### config.mk
export PLATFORM = sky130hd
export DESIGN_NAME = iter_seq_ctrl_flat
export DESIGN_NICKNAME = d
export VERILOG_FILES = /design/src/rtl/iter_seq_ctrl_if.sv /design/src/rtl/iter_seq_ctrl.sv /design/src/flat_wrapper.sv
export SDC_FILE = /design/constraint.sdc
export NUM_CORES = 1
export LEC_CHECK = 0
export CAP_MARGIN = 0
export CORE_AREA = 2 2 39 41
export CTS_BUF_LIST = sky130_fd_sc_hd__clkbuf_4 sky130_fd_sc_hd__clkbuf_8
export DETAILED_ROUTE_END_ITERATION = 16
export DIE_AREA = 0 0 41 43
export PLACE_DENSITY = 0.83
export SYNTH_ARGS = -nofsm -noshare
export SYNTH_HDL_FRONTEND = slang
export SYNTH_SLANG_ARGS = --single-unit
### constraint.sdc
create_clock -name clk -period 1.2 [get_ports clk]
set_input_delay 0.24 -clock clk [delete_from_list [all_inputs] [get_ports clk]]
set_output_delay 0.24 -clock clk [all_outputs]
set_load 0.1 [all_outputs]
### src/rtl/iter_seq_ctrl_if.sv
// Run/Ready handshake and datapath strobes of the iterative sequencer.
// master = requester/datapath side, slave = sequencer side.
interface iter_seq_ctrl_if #(
  parameter int STEPS = 32
);
  localparam int CNT_W = $clog2(STEPS);

  logic             Run;
  logic             Abort;
  logic             Ack;
  logic             early_done;
  logic             load;
  logic             step_en;
  logic [CNT_W-1:0] step_idx;
  logic             pre_finish;
  logic             Ready;
  logic             Busy;

  modport master (
    output Run, Abort, Ack, early_done,
    input  load, step_en, step_idx,
    input  pre_finish, Ready, Busy
  );

  modport slave (
    input  Run, Abort, Ack, early_done,
    output load, step_en, step_idx,
    output pre_finish, Ready, Busy
  );
endinterface

### src/rtl/iter_seq_ctrl.sv
// Moore sequencer for iterative mul/div datapaths: LOAD, STEPS x ITER, FINAL, DONE.
// Optional EARLY_TERM_EN: early_done in ITER jumps straight to FINAL.
module iter_seq_ctrl #(
  parameter int STEPS = 32
) (
  input  logic           clk,
  input  logic           Reset,
  iter_seq_ctrl_if.slave s
);
  localparam int CNT_W = $clog2(STEPS);
  localparam logic [CNT_W-1:0] LAST = CNT_W'(STEPS - 1);

  if (STEPS < 2 || STEPS > 255) begin : g_bad_steps
    $error("iter_seq_ctrl: STEPS out of range 2..255");
  end

  typedef enum logic [2:0] {
    IDLE,
    LOAD,
    ITER,
    FINAL,
    DONE
  } state_t;

  state_t state;
  logic   early;

`ifdef EARLY_TERM_EN
  assign early = s.early_done;
`else
  logic unused_early;
  assign unused_early = s.early_done;
  assign early        = 1'b0;
`endif

  // Outputs are registered alongside the state they decode, so every
  // branch sets the strobes that belong to its destination state.
  always_ff @(posedge clk) begin
    s.load       <= 1'b0;
    s.step_en    <= 1'b0;
    s.step_idx   <= '0;
    s.pre_finish <= 1'b0;
    s.Ready      <= 1'b0;
    s.Busy       <= 1'b0;
    if (Reset) begin
      state <= IDLE;
    end else begin
      unique case (state)
        IDLE: begin
          if (s.Run) begin
            state  <= LOAD;
            s.load <= 1'b1;
            s.Busy <= 1'b1;
          end
        end
        LOAD: begin
          if (s.Abort) begin
            state <= IDLE;
          end else begin
            state     <= ITER;
            s.step_en <= 1'b1;
            s.Busy    <= 1'b1;
          end
        end
        ITER: begin
          if (s.Abort) begin
            state <= IDLE;
          end else if (early || s.step_idx == LAST) begin
            state        <= FINAL;
            s.pre_finish <= 1'b1;
            s.Busy       <= 1'b1;
          end else begin
            s.step_en  <= 1'b1;
            s.step_idx <= s.step_idx + 1'b1;
            s.Busy     <= 1'b1;
          end
        end
        FINAL: begin
          if (s.Abort) begin
            state <= IDLE;
          end else begin
            state   <= DONE;
            s.Ready <= 1'b1;
          end
        end
        DONE: begin
          if (s.Run) begin
            state  <= LOAD;
            s.load <= 1'b1;
            s.Busy <= 1'b1;
          end else if (s.Ack) begin
            state <= IDLE;
          end else begin
            s.Ready <= 1'b1;
          end
        end
        default: state <= IDLE;
      endcase
    end
  end
endmodule

### src/flat_wrapper.sv
// flat-port wrapper written by rule: the top's interface ports become plain ports
module iter_seq_ctrl_flat 
#(
  parameter int STEPS = 32
)
  (clk, Reset, s_Run, s_Abort, s_Ack, s_early_done, s_load, s_step_en, s_step_idx, s_pre_finish, s_Ready, s_Busy);
  iter_seq_ctrl_if #(.STEPS(STEPS)) s_i ();
  input  logic clk;
  input  logic Reset;
  input wire logic [$bits(s_i.Run)-1:0] s_Run;
  input wire logic [$bits(s_i.Abort)-1:0] s_Abort;
  input wire logic [$bits(s_i.Ack)-1:0] s_Ack;
  input wire logic [$bits(s_i.early_done)-1:0] s_early_done;
  output wire logic [$bits(s_i.load)-1:0] s_load;
  output wire logic [$bits(s_i.step_en)-1:0] s_step_en;
  output wire logic [$bits(s_i.step_idx)-1:0] s_step_idx;
  output wire logic [$bits(s_i.pre_finish)-1:0] s_pre_finish;
  output wire logic [$bits(s_i.Ready)-1:0] s_Ready;
  output wire logic [$bits(s_i.Busy)-1:0] s_Busy;
  assign s_i.Run = s_Run;
  assign s_i.Abort = s_Abort;
  assign s_i.Ack = s_Ack;
  assign s_i.early_done = s_early_done;
  assign s_load = s_i.load;
  assign s_step_en = s_i.step_en;
  assign s_step_idx = s_i.step_idx;
  assign s_pre_finish = s_i.pre_finish;
  assign s_Ready = s_i.Ready;
  assign s_Busy = s_i.Busy;
  iter_seq_ctrl #(.STEPS(STEPS)) u_core (.clk(clk), .Reset(Reset), .s(s_i));
endmodule
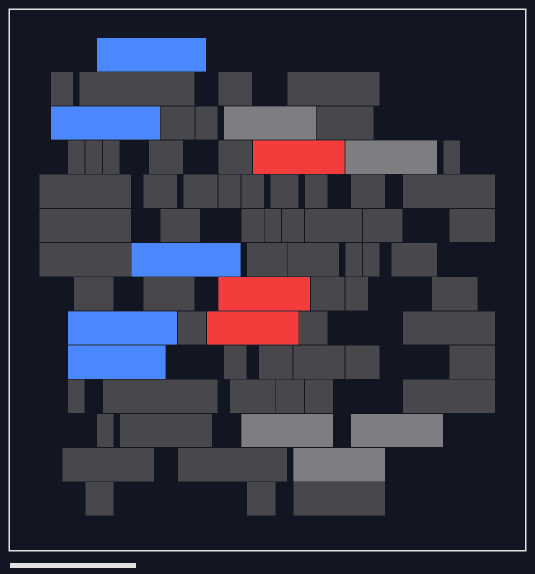
run_1/ff_map.png
The bar under the picture is 10 um long. Other sequential cells in the stronger gray, the rest of the logic in the fainter gray.
| netlist name | color | sequential cells |
|---|---|---|
| `u_core.s.step_idx` | blue | 5 |
| `u_core.state` | red | 3 |
not colored: 5

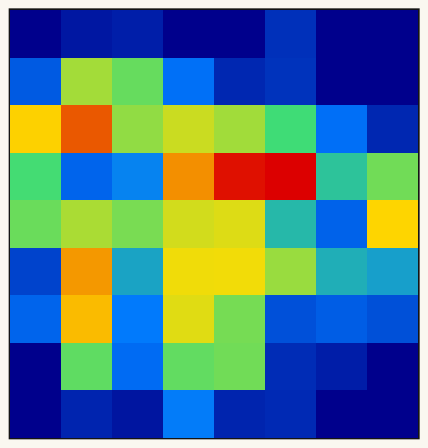
run_1/route_heat.png
8 x 9 tiles, from dark blue (low) to red (high), scaled to the fullest tile. Values are wire area over tile area, all layers added.
tiles over half the peak: 40%
mean over tiles: 0.093
emptiest ninth of the die: bottom right
nearly empty tiles: 17%

==> results.yml, run 1 <==
# synthesis and place-and-route metrics
sta:
  fin_crit_sh: 1.084
  skew_ns: 0.009369
  fin_ws_ns: -0.1004
  worst_pin_slew_ns: 0.4151
  setup_violations: 6
  slew-limit-headroom: 0.7229
  slew_viol_final: 0
  post-route-min-period_ns: 1.300
  fmax_ghz: 0.7690
yosys:
  most_common_cell: "dfxtp_1"
  postSynthSeqShare: 0.4804
  syn_inst: 53
  syn_area_um2: 541.8
  yosys_area_um2: 541.8
  ys_ff: 13
  synth_top_cell_by_area: "dfxtp_1"
  common_cells: "dfxtp_1 (13), nor2_1 (8)"
  synth.top_cell.area_share: 0.4804
  synth.distinct_cells: 21
  async_flop_share: 0
  ys_cells: 53
  avgSynthCellArea_um2: 10.22
  ys.flop_type: "dfxtp_1"
  edf_count: 0
power:
  finalPower_mw: 0.8507
  leakage_nw: 0.3560
  max-vdd-ir-drop_v: 0.0006829
  p_per_area_nw_per_um2: 932.6
finish:
  fin_nets: 84
  drive_above_1_share: 0.4933
  fillers: 107
  fin_cells: 91
  post-route-util: 0.6591
  areaGrowthSynthToFinish_pct: 68.36
placed_design:
  gp_congestion: 0.7404
  dp_cells: 86
  placedInstanceArea_um2: 868.3
  port-buffer-count: 14
grt:
  grt_pass1_vias: 432
  antenna_found_initial: 0
  grt_overflow_total: 0
  globalRouteTotalUtil: 0.1408
  grt_pass1_wl_um: 1725
route:
  first_pass_iters: 6
  drcViolationCount: 0
  viasPerCell: 4.802
  routedWlPerCell_um: 11.40
  vias: 437
  drt_wl_total_um: 1037
  ant_nets: 0
critical_path:
  path_delay_family: "simple AND/OR/NAND/NOR gates"
  cp_slowest_cell: "dfxtp_4"
  crit_path_cell_trace: "ha_4, and3_4, ha_4, nor3b_2, a21oi_2, nor4_2"
  timing.rr.start: "u_core.s.step_idx[1]"
  arrival_ns: 1.48
  crit_fanout: 4
  startpoint: "u_core.s.step_idx[1]"
  cp-start-kind: "flip-flop"
  crit_top_cell: "ha_4"
clock_tree:
  clkSinkCount: 13
  clk_pin_slew_ns: 0.07
  cts.path.max_buffers: 2
  cts_root_buf: "clkbuf_4"
  clk_latency_ns: 0.27
  cts_tree: "built"
run_status:
  outcome: "complete, but fails checks"
  violations: "negative setup slack"
floorplan:
  ios: 16
  floorplan.core_util: 0.3915
  die_w_um: 41
  rows: 14
  die_height_um: 43
  dieArea_um2: 1763
worst_hold_path:
  min_path_type: "flip-flop to flip-flop"
  hp-start: "u_core.s.step_idx[0]"
job:
  max-cap-violations: 0
  warnings: 30
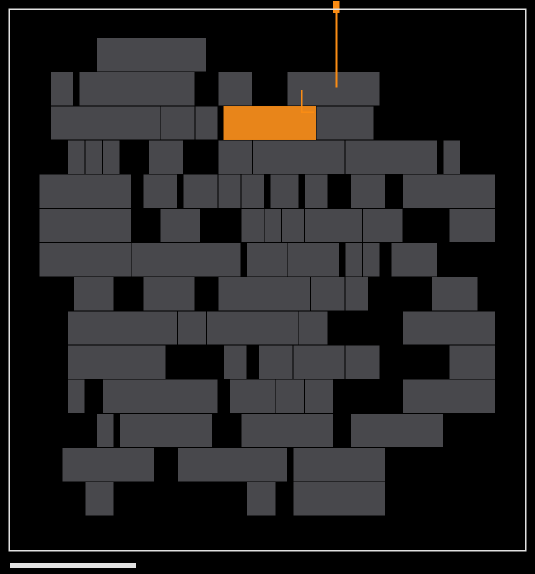
run_1/port_trees.png
The bar under the picture is 10 um long.
| port | color | bits | direction | end cells | buffers | wire |
|---|---|---|---|---|---|---|
| `s_Ready` | orange | 1 | output | 1 | 1 | 8.50 um |

[run 1: kinds of logic after synthesis]
logic type                 Yosys count  synth area share
and+or+nand+nor                     25            0.3095
DFF                                 13            0.4804
AOI/OAI and AO/OA                    5           0.05312
buffers and inverters                5           0.06235
xor gates and xnor gates             3           0.04851
adders and majority gates            2           0.04618
[run 1: state kept, by name (all words and copies together) (netlist names)]
name and count:
u_core.s.step_idx 5, u_core.state 3, u_core.s.Busy 1, u_core.s.Ready 1
u_core.s.load 1, u_core.s.pre_finish 1, u_core.s.step_en 1
[run 1: tightest hold or removal path, cell delays in order (launching register included)]
cell     delay (ns)
dfxtp_4        0.36
buf_4          0.13
nor2_1         0.04
[run 1: worst paths after layout]
path                                              to  slack (ns)  depth (start not counted)
worst max-delay path                u_core.s.step_en       -0.10                          6
worst min-delay path            u_core.s.step_idx[0]        0.56                          2
worst max register to register      u_core.s.step_en       -0.10                          6
worst min register to register  u_core.s.step_idx[0]        0.56                          2
[run 1: placed cells by master (no fill, tap or decap), drive strengths merged]
cell type | Yosys | final
buf | 2 | 16
dfxtp | 13 | 13
nor2 | 10 | 10
clkdlybuf4s50 | 0 | 4
inv | 3 | 3
nor3 | 3 | 3
nand3 | 3 | 3
clkbuf | 0 | 3
a21oi | 3 | 3
nor2b | 2 | 2
xnor2 | 2 | 2
ha | 2 | 2
nor4 | 2 | 2
and3 | 1 | 1
nand4b | 1 | 1
a31oi | 1 | 1
and4 | 1 | 1
a211oi | 1 | 1
xor2 | 1 | 1
and2 | 1 | 1
nor3b | 1 | 1
clkinv | 0 | 1
[run 1: area by class of cell]
cell class                      instances  area [um2]  share of cell area
Multi-Input combinational cell         35       291.5              0.3196
Timing Repair Buffer                   20       285.3              0.3128
Sequential cell                        13       276.5              0.3032
Clock buffer                            3       22.52             0.02469
Tap cell                               16       20.02             0.02195
Inverter                                3       11.26             0.01235
Clock inverter                          1       5.005            0.005487
[run 1: routing by layer]
metal | up-vias | track usage | routed length [um]
met5 | - | 0 | 0
met3 | 0 | 0.03665 | 70
met2 | 13 | 0.2469 | 555
li1 | 225 | - | -
met4 | 0 | 0.02000 | 0
met1 | 199 | 0.1656 | 410
[run 1: report_power, final]
part           switching, mW  internal (mW)  leakage [nW]  total, mW
registers             0.0151          0.432         0.109      0.447
clock network          0.141          0.123        0.0177      0.264
logic                 0.0797         0.0597         0.229      0.139
[run 1: metrics by stage]
stage	hold slack, ns	setup slack [ns]	setup TNS, ns
CTS	0.5659	-0.1096	-0.2824
global placement	0.5288	-0.08498	-0.1919
global route	0.5793	-0.1677	-0.6636
finish	0.5601	-0.1004	-0.2595
floorplan	0.3091	-0.1751	-1.034
detailed placement	0.5512	-0.1442	-0.4350
[run 1: timing repair]
| action | 4_1_cts | 5_1_grt |
|---|---|---|
| setup buffers | 0 | 1 |
| endpoints found under the setup margin | 6 | 7 |
| resized | 0 | 3 |
| pin swaps | 0 | 1 |
run_1/layers.png
Two of the layers only.
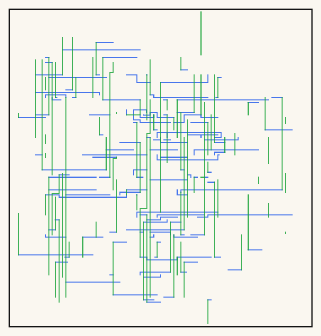

## Run 2: what changed since run 1
==> constraint.sdc (replaced) <==
create_clock -name clk -period 1.2 [get_ports clk]
set_input_delay 0.36 -clock clk [delete_from_list [all_inputs] [get_ports clk]]
set_output_delay 0.36 -clock clk [all_outputs]
set_load 0.1 [all_outputs]
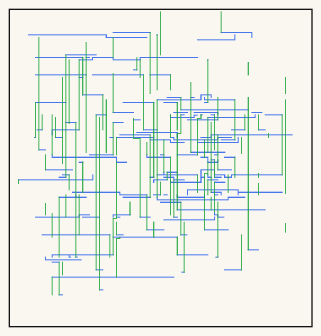
run_2/layers.png
Two of the layers only.
| layer | color | wire length |
|---|---|---|
| M2 | green | 550 um |
| M1 | blue | 456 um |

==> results.yml, run 2 <==
# synthesis and place-and-route metrics
yosys:
  ys_cells: 53
  most_common_cell: "dfxtp_1"
  edf_count: 0
  syn_area_um2: 541.8
  yosys_area_um2: 541.8
  synth_top_cell_by_area: "dfxtp_1"
  async_flop_share: 0
  postSynthSeqShare: 0.4804
  synth.top_cell.area_share: 0.4804
  ys_ff: 13
sta:
  fmax_ghz: 0.7741
  slew_viol_final: 0
  setup-tns-final_ns: -0.4559
  setup_violations: 9
  slew-limit-headroom: 0.7327
  skew_ns: 0.003500
  fin_crit_sh: 1.077
  fin_ws_ns: -0.09187
  post-route-min-period_ns: 1.292
critical_path:
  startpoint: "u_core.s.step_idx[1]"
  rr_worst_depth: 6
  crit_fanout: 4
  arrival_ns: 1.48
  timing.rr.start: "u_core.s.step_idx[1]"
  rrSetupSlack_ns: -0.09
  cp-start-kind: "flip-flop"
power:
  leakage_nw: 0.3631
  max-vdd-ir-drop_v: 0.0006624
  p_per_area_nw_per_um2: 926.3
  finalPower_mw: 0.8658
run_status:
  violations: "negative setup slack"
  outcome: "complete, but fails checks"
worst_hold_path:
  min_to: "u_core.s.step_en"
  hp-start: "u_core.state[2]"
  min_path_type: "flip-flop to flip-flop"
  hold-path-cell-count: 1
floorplan:
  dieArea_um2: 1763
  ios: 16
  die_w_um: 41
  rows: 14
  floorplan.core_util: 0.3915
  die_height_um: 43
clock_tree:
  clk_latency_ns: 0.27
  cts_root_buf: "clkbuf_4"
  cts_tree: "built"
grt:
  grt_pass1_wl_um: 1925
  grt_pass1_vias: 441
  grt_overflow_total: 0
job:
  warnings: 30
  max-cap-violations: 0
route:
  ant_nets: 0
  first_pass_iters: 2
  drcViolationCount: 0
  viasPerCell: 4.793
  vias: 441
  routedWlPerCell_um: 11.82
finish:
  top_register: "u_core.s.step_idx"
  fin_nets: 85
  fillers: 108
  post-route-util: 0.6754
  layout_top_cell: "buf_12"
  areaGrowthSynthToFinish_pct: 72.52
  drive_above_1_share: 0.5789
placed_design:
  port-buffer-count: 14
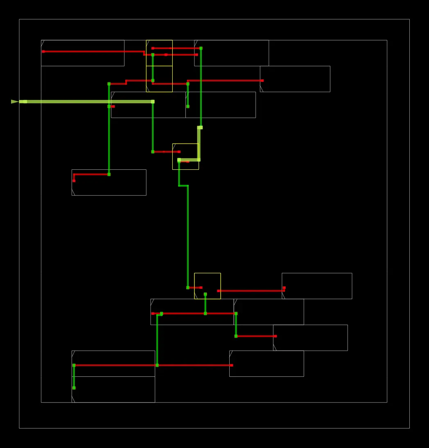
run_2/clock_nets.png
clk sinks: 13
Clock group: 0.280 mW

[run 2: cell count changes in the layout (fill, tap and decap cells not counted), moves of 3 or more]
cell,previous run,this run
dfxtp_1,8,4
nor2_1,6,3
dfxtp_2,1,5
nor2_2,2,5
[run 2: critical path, cell delays in order (launching register included)]
cell,delay (ns)
dfxtp_4,0.36
ha_4,0.15
and3_4,0.18
ha_4,0.16
nor3b_2,0.16
a21oi_1,0.07
nor4_2,0.13
[run 2: metrics by stage]
step                hold WS (ns)  instances  area [um2]
floorplan                 0.4217         53       598.1
global placement          0.5313         85       865.8
detailed placement        0.5522         85       865.8
CTS                       0.5707         91       917.1
global route              0.6093         92       934.6
finish                    0.5756         92       934.6
[run 2: layout make-up]
cell class / instances / area [um2] / area share
Tap cell: 16 / 20.02 / 0.02142
Multi-Input combinational cell: 35 / 295.3 / 0.3159
Clock buffer: 4 / 30.03 / 0.03213
Inverter: 3 / 11.26 / 0.01205
Timing Repair Buffer: 21 / 296.5 / 0.3173
Sequential cell: 13 / 281.5 / 0.3012
[run 2: per-layer routing]
layer	up-vias	wire length, um	global-route usage	part of all wire
met2	15	550	0.2531	0.51
met1	198	455	0.2072	0.42
met3	0	81	0.04188	0.075
met5	-	0	0	0
met4	0	0	0.06000	0
li1	228	-	-	-
[run 2: how the worst max path moves through the flow]
stage,endpoint,slack (ns),cells past startpoint
2_1_floorplan,u_core.s.step_en,-0.18,6
3_3_place_gp,u_core.s.Busy,-0.21,4
3_5_place_dp,u_core.s.Busy,-0.23,4
4_1_cts,u_core.s.step_en,-0.11,6
5_1_grt,u_core.s.step_en,-0.18,6
6_report,u_core.s.step_en,-0.09,6
[run 2: cells by family after synthesis]
family | Yosys count | synth area share
DFF | 13 | 0.4804
adders and majority gates | 2 | 0.04618
and+or+nand+nor | 25 | 0.3095
buffers and inverters | 5 | 0.06235
AOI/OAI and AO/OA | 5 | 0.05312
xor gates and xnor gates | 3 | 0.04851
[run 2: what timing repair did]
| action | 4_1_cts | 5_1_grt |
|---|---|---|
| pin swaps | 1 | 3 |
| cloned | 0 | 0 |
| setup endpoints to repair | 9 | 13 |
| resized | 2 | 4 |
| buffers inserted | 2 | 1 |
[run 2: report_power, final]
| part | total, mW | internal, mW | switching [mW] | leakage [nW] |
|---|---|---|---|---|
| sequential | 0.450 | 0.433 | 0.0164 | 0.111 |
| combinational | 0.136 | 0.0583 | 0.0772 | 0.234 |
| clock | 0.280 | 0.151 | 0.129 | 0.0184 |
run_2/ff_map.png
The bar under the picture is 10 um long. Other sequential cells in the stronger gray, the rest of the logic in the fainter gray.
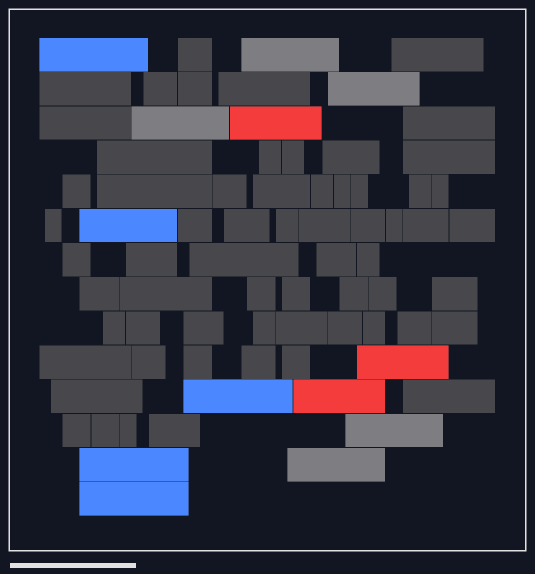

## Run 3: what changed since run 2
==> constraint.sdc (replaced) <==
create_clock -name clk -period 1.2 [get_ports clk]
set_input_delay 0.36 -clock clk [delete_from_list [all_inputs] [get_ports clk]]
set_output_delay 0.36 -clock clk [all_outputs]
set_load 0.01 [all_outputs]
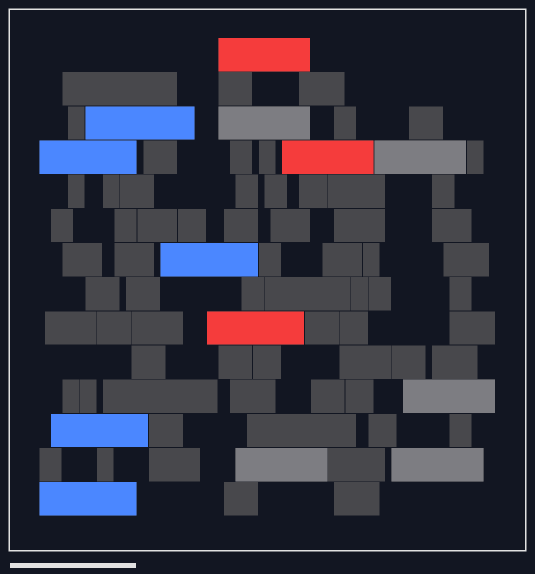
run_3/ff_map.png
The bar under the picture is 10 um long. Other sequential cells in the stronger gray, the rest of the logic in the fainter gray.
| netlist name | color | sequential cells |
|---|---|---|
| `u_core.s.step_idx` | blue | 5 |
| `u_core.state` | red | 3 |

==> results.yml, run 3 <==
# synthesis and place-and-route metrics
run_status:
  outcome: "complete, but fails checks"
  violations: "negative setup slack"
worst_hold_path:
  hold-path-cell-count: 2
  min_path_type: "flip-flop to flip-flop"
critical_path:
  worst-path-buf-inv: 1
  cp-start-kind: "flip-flop"
  worstSetupEndpointType: "primary output"
  crit_fanout: 3
  path_delay_family: "flip-flops"
  arrival_ns: 0.91
  critPathRequiredTime_ns: 0.84
  cp_slowest_cell: "dfxtp_4"
  path_depth: 1
  critPathMaxStageDelay_ns: 0.36
  crit_path_cell_trace: "dlygate4sd2_1"
  rr_worst_depth: 6
  crit_type: "flip-flop to primary output"
yosys:
  yosys_area_um2: 541.8
  ys.flop_type: "dfxtp_1"
  synth.distinct_cells: 21
  common_cells: "dfxtp_1 (13), nor2_1 (8)"
  avgSynthCellArea_um2: 10.22
  synth.top_cell.area_share: 0.4804
  ys_cells: 53
  edf_count: 0
  ys_ff: 13
  ys_warn_count: 0
  postSynthSeqShare: 0.4804
  most_common_cell: "dfxtp_1"
  async_flop_share: 0
  synth_nets: 61
  syn_inst: 53
  syn_area_um2: 541.8
  area_leaders: "dfxtp_1 (48%), nor2_1 (5.5%), ha_1 (4.6%), nand4b_4 (4.4%), buf_6 (4.2%)"
  synth_top_cell_by_area: "dfxtp_1"
job:
  warnings: 30
  max-cap-violations: 0
finish:
  areaGrowthSynthToFinish_pct: 53.12
  final_cell_mix: "buf_4 (11), nor2_1 (7), dfxtp_1 (7)"
  largest_reg_flops: 5
  layout_top_cell: "buf_4"
  num_antenna_cells: 0
  final_cell_area_um2: 829.5
  top_register: "u_core.s.step_idx"
  drive_above_1_share: 0.5000
  fillers: 127
  fin_nets: 89
  top_regs: "u_core.s.step_idx x5, u_core.state x3"
placed_design:
  dpl.hpwl_um: 792
  port-buffer-count: 14
  gp_congestion: 0.7464
  placedInstanceArea_um2: 784.5
  place_ws_ns: -0.2845
floorplan:
  die_w_um: 41
  rows: 14
  floorplan.core_util: 0.3915
  core_um2: 1384
  ios: 16
  dieArea_um2: 1763
  die_height_um: 43
power:
  leakage_nw: 0.3509
  p_per_area_nw_per_um2: 983.7
  max-vdd-ir-drop_v: 0.0004689
  finalPower_mw: 0.8160
route:
  drt_wl_total_um: 1052
  top_layer_used: "met4"
  drt-met1-wl_um: 421
  wl_met2_um: 552
  routedWlPerCell_um: 10.96
  vias: 469
  met3_length_um: 68
  first_iter_violations: 0
  viasPerCell: 4.885
  drcViolationCount: 0
  ant_nets: 0
  first_pass_iters: 1
grt:
  globalRouteTotalUtil: 0.1395
  grt_max_degree: 9
  grt_pass1_wl_um: 1593
  grt_pass1_vias: 402
  antenna_found_initial: 0
  grt_overflow_total: 0
clock_tree:
  clk_latency_ns: 0.27
  cts_buffers: 3
  cts.path.max_buffers: 2
  htree_num_levels: 1
  cts_tree: "built"
  clk_pin_slew_ns: 0.07
  cts_root_buf: "clkbuf_4"
  clkSinkCount: 13
sta:
  setup_violations: 7
  post-route-min-period_ns: 1.267
  slew-limit-headroom: 0.7990
  hold_viol: 0
  grt_setup_unrepaired: "yes"
  skew_ns: 0.002632
  slew_viol_final: 0
  worst_hold_slack_ns: 0.5319
  fin_ws_ns: -0.06690
  fin_crit_sh: 1.056
  worst_pin_slew_ns: 0.3011
  fmax_ghz: 0.7893
  setup-tns-final_ns: -0.3089
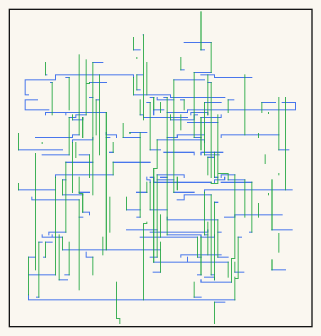
run_3/layers.png
Two of the layers only.
| layer | color | wire length |
|---|---|---|
| M1 | blue | 421 um |
| M2 | green | 553 um |

[run 3: layout make-up]
| type | count | area (um2) | area share |
|---|---|---|---|
| tap | 16 | 20.02 | 0.02413 |
| clock buffer | 4 | 30.03 | 0.03620 |
| timing repair buffer | 25 | 197.7 | 0.2383 |
| inverter | 3 | 11.26 | 0.01357 |
| multi-input combinational | 35 | 300.3 | 0.3620 |
| sequential | 13 | 270.3 | 0.3258 |
[run 3: where the power goes]
part | switching [mW] | internal [mW]
combinational | 0.0403 | 0.0434
clock | 0.132 | 0.151
sequential | 0.00997 | 0.439
[run 3: repair_timing]
action                     CTS  global route
hold buffers                 0             0
gates resized               28            10
setup buffers                1             1
setup endpoints to repair   17            15
pin swaps                    3             1
[run 3: metal layers]
layer / track usage / vias to the layer above
li1: - / 236
met1: 0.1579 / 217
met2: 0.2250 / 14
met3: 0.03141 / 2
met4: 0.08000 / 0
met5: 0 / -
[run 3: final timing paths]
kind	startpoint	end	slack (ns)
worst min register to register	u_core.s.step_idx[0]	u_core.s.step_idx[0]	0.53
worst max-delay path	u_core.s.step_idx[0]	s_step_idx[0]	-0.07
worst max register to register	u_core.s.step_idx[0]	u_core.s.step_en	-0.07
worst min-delay path	u_core.s.step_idx[0]	u_core.s.step_idx[0]	0.53
[run 3: metrics by stage]
stage,instances,utilization
global placement,90,0.5669
global route,96,0.5995
floorplan,53,-
CTS,95,0.5967
finish,96,0.5995
detailed placement,90,0.5669
[run 3: cells by family (layout without fill, tap and decap cells)]
| kind of cell | after synthesis | after routing | share of synthesized area |
|---|---|---|---|
| flops | 13 | 13 | 0.4804 |
| buf+inv | 5 | 32 | 0.06235 |
| xor+xnor | 3 | 3 | 0.04851 |
| simple gates | 25 | 25 | 0.3095 |
| fa+ha+maj | 2 | 2 | 0.04618 |
| compound gates | 5 | 5 | 0.05312 |
Power figures rest on the tool's default switching activity, not on a simulated workload.
